## src/rtl/bp_class_check_pkg.sv

```systemverilog
// Shared branch-predictor constants: the call/return opcodes, the link
// register indices, and a link-register test helper.
package bp_class_check_pkg;
  localparam logic [6:0] OP_JAL  = 7'b1101111;
  localparam logic [6:0] OP_JALR = 7'b1100111;
  localparam logic [4:0] REG_RA  = 5'd1;
  localparam logic [4:0] REG_T0  = 5'd5;

  function automatic logic is_link_reg(input logic [4:0] r);
    return (r == REG_RA) || (r == REG_T0);
  endfunction
endpackage

```

## src/rtl/config_pkg.sv

```systemverilog
// Core configuration shared by the IFU blocks.
//   XLEN : datapath / PC width in bits.
package config_pkg;
  localparam int unsigned XLEN = 32;
endpackage

```

## src/rtl/bp_class_decode.sv

```systemverilog
// Combinational call/return class decode of an (expanded) instruction.
//   instr : 32-bit instruction
//   call  : JAL/JALR writing a link register
//   ret   : JALR not writing a link register but reading one
// call and ret are mutually exclusive by construction.
module bp_class_decode
  import bp_class_check_pkg::*;
(
  input  logic [31:0] instr,
  output logic        call,
  output logic        ret
);
  logic [6:0] opcode;
  logic [4:0] rd;
  logic [4:0] rs1;
  logic       unused_bits;

  assign opcode      = instr[6:0];
  assign rd          = instr[11:7];
  assign rs1         = instr[19:15];
  assign unused_bits = ^{instr[31:20], instr[14:12]};

  // A JALR with link rd is treated as a call even when rs1 is also a link
  // register; the pop half of a coroutine swap is not modelled.
  assign call = ((opcode == OP_JAL) || (opcode == OP_JALR)) && is_link_reg(rd);
  assign ret  = (opcode == OP_JALR) && !is_link_reg(rd) && is_link_reg(rs1);
endmodule

```

## src/rtl/flopenrc.sv

```systemverilog
// Stage-register primitive with enable and synchronous clear.
//   clk, reset : clock, asynchronous active-high reset (clears q)
//   en         : load enable; when low the register holds
//   clear      : when enabled, loads zero instead of d
//   d, q       : data in / out
module flopenrc #(
  parameter int unsigned WIDTH = 1
) (
  input  logic             clk,
  input  logic             reset,
  input  logic             clear,
  input  logic             en,
  input  logic [WIDTH-1:0] d,
  output logic [WIDTH-1:0] q
);
  always_ff @(posedge clk or posedge reset) begin
    if (reset)     q <= '0;
    else if (en) begin
      if (clear)   q <= '0;
      else         q <= d;
    end
  end
endmodule

```

## src/rtl/bp_class_check.sv

```systemverilog
// Branch-predictor instruction-class checker (RAS producer side).
// Registers the BTB-predicted call/return class F->D, decodes the true class
// in D, flags mispredictions, pipelines the true class and link address into
// E and M, and counts committed return-class mispredictions.
//   clk, reset                 : clock, async active-high reset
//   StallD/E/M, FlushD/E/M     : per-stage stall and flush
//   BPReturnF, BPCallF         : BTB predicted class of the Fetch instruction
//   InstrD, CompressedD, PCD   : Decode instruction, 16-bit origin flag, PC
//   ReturnD, CallD             : true class in D (combinational)
//   BPReturnWrongD, BPCallWrongD : predicted vs true class mismatch in D
//   ReturnE, CallE, PCLinkE    : true class and link address in E
//   ReturnM, CallM             : true class in M
//   ReturnWrongCnt             : committed return-misprediction count (wraps)
module bp_class_check
  import bp_class_check_pkg::*;
#(
  parameter int unsigned XLEN      = config_pkg::XLEN,
  parameter int unsigned CNT_WIDTH = 32
) (
  input  logic                 clk,
  input  logic                 reset,
  input  logic                 StallD,
  input  logic                 StallE,
  input  logic                 StallM,
  input  logic                 FlushD,
  input  logic                 FlushE,
  input  logic                 FlushM,
  input  logic                 BPReturnF,
  input  logic                 BPCallF,
  input  logic [31:0]          InstrD,
  input  logic                 CompressedD,
  input  logic [XLEN-1:0]      PCD,
  output logic                 ReturnD,
  output logic                 CallD,
  output logic                 BPReturnWrongD,
  output logic                 BPCallWrongD,
  output logic                 ReturnE,
  output logic                 CallE,
  output logic [XLEN-1:0]      PCLinkE,
  output logic                 ReturnM,
  output logic                 CallM,
  output logic [CNT_WIDTH-1:0] ReturnWrongCnt
);
  logic            BPReturnD;
  logic            BPCallD;
  logic [XLEN-1:0] PCLinkD;

  bp_class_decode u_decode (
    .instr (InstrD),
    .call  (CallD),
    .ret   (ReturnD)
  );

  flopenrc #(.WIDTH(2)) u_fd_reg (
    .clk   (clk),
    .reset (reset),
    .clear (FlushD),
    .en    (~StallD),
    .d     ({BPReturnF, BPCallF}),
    .q     ({BPReturnD, BPCallD})
  );

  assign BPReturnWrongD = BPReturnD ^ ReturnD;
  assign BPCallWrongD   = BPCallD ^ CallD;

  // Addition is modulo 2^XLEN so the link address wraps at the top of memory.
  assign PCLinkD = PCD + (CompressedD ? XLEN'(2) : XLEN'(4));

  flopenrc #(.WIDTH(XLEN + 2)) u_de_reg (
    .clk   (clk),
    .reset (reset),
    .clear (FlushE),
    .en    (~StallE),
    .d     ({ReturnD, CallD, PCLinkD}),
    .q     ({ReturnE, CallE, PCLinkE})
  );

  flopenrc #(.WIDTH(2)) u_em_reg (
    .clk   (clk),
    .reset (reset),
    .clear (FlushM),
    .en    (~StallM),
    .d     ({ReturnE, CallE}),
    .q     ({ReturnM, CallM})
  );

  // Counted only on the edge the D instruction actually enters E, so a
  // stalled misprediction is counted once and a flushed one never.
  always_ff @(posedge clk or posedge reset) begin
    if (reset)
      ReturnWrongCnt <= '0;
    else if (BPReturnWrongD && !StallE && !FlushE)
      ReturnWrongCnt <= ReturnWrongCnt + CNT_WIDTH'(1);
  end
endmodule

```

## config.mk

```make
export PLATFORM = sky130hd
export DESIGN_NAME = bp_class_check
export DESIGN_NICKNAME = d
export VERILOG_FILES = /design/src/rtl/bp_class_check_pkg.sv /design/src/rtl/config_pkg.sv /design/src/rtl/bp_class_decode.sv /design/src/rtl/flopenrc.sv /design/src/rtl/bp_class_check.sv
export SDC_FILE = /design/constraint.sdc
export NUM_CORES = 1
export LEC_CHECK = 0
export CORE_MARGIN = 1.5
export CORE_UTILIZATION = 39
export DETAILED_ROUTE_END_ITERATION = 7
export GPL_TIMING_DRIVEN = 0
export PLACE_DENSITY = 0.74
export SLEW_MARGIN = 10
export SYNTH_ARGS = -nofsm -noshare
export SYNTH_HDL_FRONTEND = slang
export SYNTH_SLANG_ARGS = --single-unit
```

## constraint.sdc

```tcl
create_clock -name clk -period 2.13 [get_ports clk]
set_clock_uncertainty 0.05 [all_clocks]
set_input_delay 0.426 -clock clk [delete_from_list [all_inputs] [get_ports clk]]
set_output_delay 0.426 -clock clk [all_outputs]
set_load 0.03 [all_outputs]
```

**Run 1: PDN straps and rails**

Scale bar: 20 µm. Pins as bars on the die edge.
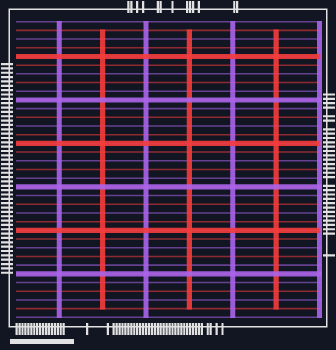
color	net
purple	VSS
red	VDD
met5 straps	6
signal pins	147

**Run 1: cells colored by class**

Fill, decap, tap and diode cells in gray.
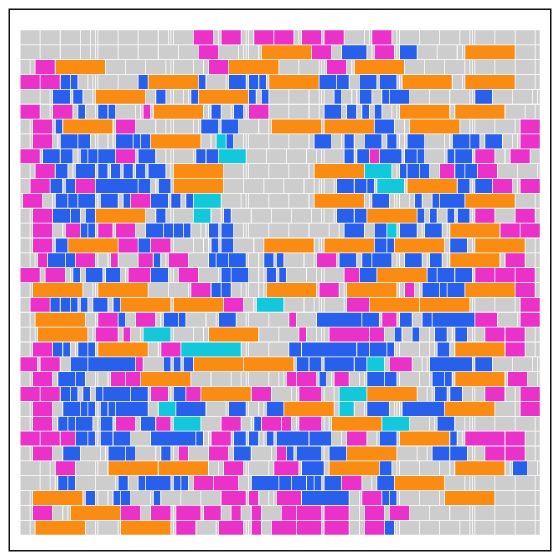
color	class	cells
magenta	other buffers and delay cells	159
cyan	clock drivers and dummy loads	16
blue	all other logic	282
orange	flip-flops	70

==> qor.yml, run 1 <==
reg_top3: "u_de_reg.q x34, ReturnWrongCnt x32"
setup_tns_ns: 0
fin_crit_sh_pct: 99.33
lay_top_count: "clkdlybuf4s50_1"
seq_area_share_pct: 31.57
ys_top_logic_family: "simple AND/OR/NAND/NOR gates"
fmax_mhz: 472.7
seq-power_mw: 1.48
timing.slew.headroom_pct: 47.81
combGateArea_um2: 1921
grtUsageMet2_pct: 35.81
hold_slack_ns: 0.4365
ys_sh_adder_pct: 1.606
worst-setup-path-type: "in -> out"
largest_reg_flops: 34
rsz0062_at_grt: "true"
synth_chip_area_um2: 3583
avgViaCountPerCell: 5.279
placementRows: 34
p_leak_nw: 2.496
ys_cells: 365
worstSetupEndpoint: "BPCallWrongD"
route.final.wire_length_um: 10160
flop-count: 70
synth.avg_cell_area_um2: 9.818
postCtsSetupBuffers: 12
grt_start_max_net_pins: 38
area_growth_pct: 54.82
synth_top_area_share_pct: 48.88
clkTransAtPathRegs_ns: 0.08
hold_class: "reg -> reg"
ff_type: "dfrtp_1"
cts_resized: 59
die_h_um: 98.86
whs_path_depth: 2
wl_met2_um: 4991
hold_viol_final: 0
io-pin-count: 147
crit_path_frequent_cell: "buf_6"
taps: 108
fp_nets: 444
combPwrFrac_pct: 21.9
crit_arrival_ns: 1.64
violations: "DRC"
status: "finished, violations left"
overflow: 0
buf_share_pct: 27.33
inverters: 6
n_antenna_cell: 0
drc: 7
dominant_cells: "logic gates"
die-area_um2: 9772
power-top-group: "registers"
required_ns: 1.65
warnings: 46
clk-power_mw: 1.09
synthTopCellsByCount: "70 x dfrtp_1, 57 x nand2_1, 38 x xor2_1"
grt_pass1_wl_um: 16310
cts_buffers: 9
p_sw_share_pct: 30.68
comb-cell-share_pct: 34.62
initialDrtViolationCount: 95
compound_area_share_pct: 6.599
**Run 1: routed clock nets over the placement**

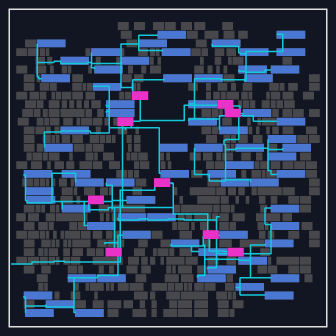
[cyan] clock wires | length: 969 µm
[blue] flip-flops | count: 70
[magenta] cells driving clock nets | count: 9
flops lie	spread over the die
clk latency late pin: 0.35 ns
clock power share: 33.2%

**Run 1: clock nets**

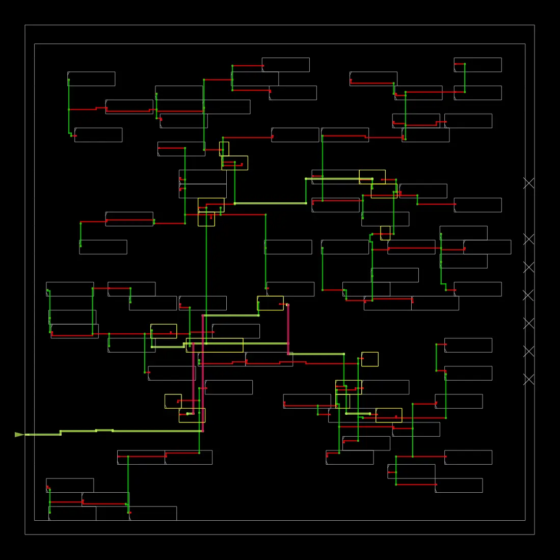

==> run 2: changes to the inputs <==
--- a/config.mk
+++ b/config.mk
@@ -6,10 +6,10 @@
 export NUM_CORES = 1
 export LEC_CHECK = 0
 export CORE_MARGIN = 1.5
-export CORE_UTILIZATION = 39
+export CORE_UTILIZATION = 43
 export DETAILED_ROUTE_END_ITERATION = 7
 export GPL_TIMING_DRIVEN = 0
-export PLACE_DENSITY = 0.74
+export PLACE_DENSITY = 0.77
 export SLEW_MARGIN = 10
 export SYNTH_ARGS = -nofsm -noshare
 export SYNTH_HDL_FRONTEND = slang
==> constraint.sdc (replaced) <==
create_clock -name clk -period 2.4 [get_ports clk]
set_clock_uncertainty 0.05 [all_clocks]
set_input_delay 0.48 -clock clk [delete_from_list [all_inputs] [get_ports clk]]
set_output_delay 0.48 -clock clk [all_outputs]
set_load 0.03 [all_outputs]
**Run 2: clock nets**

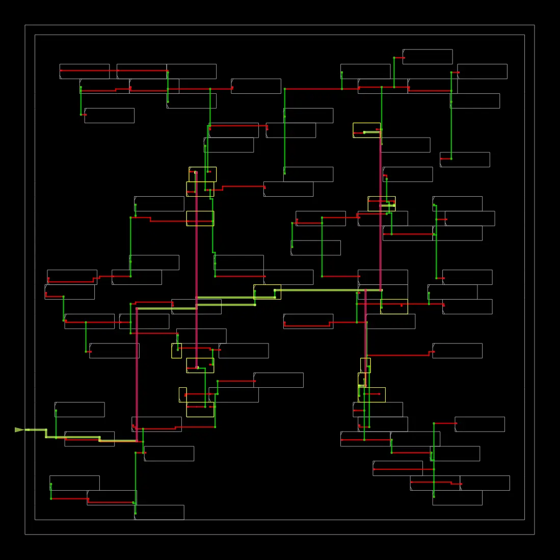
Num Clock Sinks: 70
clk latency late pin: 0.34 ns
clock buffers: 12
clk pwr: 0.801 mW
TritonCTS Buffers: 9

==> run 2 against run 1 <==
Effect of this change:
- total power fell by 17%
- via count fell by 2.1%
- routed wire length fell by 5.9%
- cell count fell by 2.0%
- sequential power fell by about 10%
- synthesized cell count did not move
- critical path type unchanged
- core utilization rose by 2.5 points
- register-to-register slack improved by 0.11 ns
- the flow now finishes without violations
==> qor.yml, run 2 <==
power-top-group: "registers"
area_growth_pct: 48.78
flop-count: 70  # unchanged
worstSetupEndpoint: "BPReturnWrongD"
synth_chip_area_um2: 3583  # unchanged
initialDrtViolationCount: 69  # -27%
grt_util_met3_pct: 7.120
warnings: 43  # -6.5%
combPwrFrac_pct: 23.0  # +1.1 points
place_congestion: 0.8225
grt_start_max_net_pins: 61  # +61%
dominant_cells: "logic gates"
synth.avg_cell_area_um2: 9.818  # unchanged
hold_slack_ns: 0.3495  # -0.08702 ns
cts_resized: 35  # -41%
edf_count: 0
placementRows: 33  # -2.9%
start_kind: "input port"
lay_top_count: "clkdlybuf4s50_1"
clkTransAtPathRegs_ns: 0.07  # about the same
antenna_found_initial: 0
fmax_mhz: 421.2
clockPowerShare_pct: 29.2  # -4.0 points
ys_sh_adder_pct: 1.606  # unchanged
hold_viol_final: 0  # unchanged
status: "completed"
compound_area_share_pct: 6.599  # unchanged
seq-power_mw: 1.31  # -10%
wl_met2_um: 4680  # -6.2%
setup_tns_ns: 0  # unchanged
die_h_um: 94.29  # -4.6%
p_leak_nw: 2.284  # -8.5%
io-pin-count: 147  # unchanged
grt_pass1_wl_um: 15730  # -3.5%
route.final.wire_length_um: 9557  # -5.9%
die-area_um2: 8891  # -9.0%
inverters: 6  # unchanged
largest_reg_flops: 34  # unchanged
drc: 0  # -7
grtUsageMet2_pct: 38.37  # +2.6 points
hold_class: "in -> async"
overflow: 0  # unchanged
crit_arrival_ns: 1.84  # +0.20 ns
required_ns: 1.87  # +0.22 ns
avgViaCountPerCell: 5.277  # about the same
n_antenna_cell: 0  # unchanged
postSynthCellCount: 365
combGateArea_um2: 1832  # -4.6%
timing.slew.headroom_pct: 45.75  # -2.1 points
synth_top_area_share_pct: 48.88  # unchanged
taps: 105  # -2.8%
cts_root_buf: "clkbuf_8"
comb-cell-share_pct: 34.36  # -0.26 points
critPathTopFamily: "simple AND/OR/NAND/NOR gates"
fill_cells: 644
worst-setup-path-type: "in -> out"
post-place-ws_ns: -1.072
buf_share_pct: 26.94  # -0.39 points
ys_top_logic_family: "simple AND/OR/NAND/NOR gates"
ys_cells: 365  # unchanged
reg_top3: "u_de_reg.q x34, ReturnWrongCnt x32"
synthTopCellsByCount: "70 x dfrtp_1, 57 x nand2_1, 38 x xor2_1"
vdd_drop_max_mv: 0.2666
postCtsSetupBuffers: 3  # -9
No activity file was given, so power comes from the tool's default toggle rates.
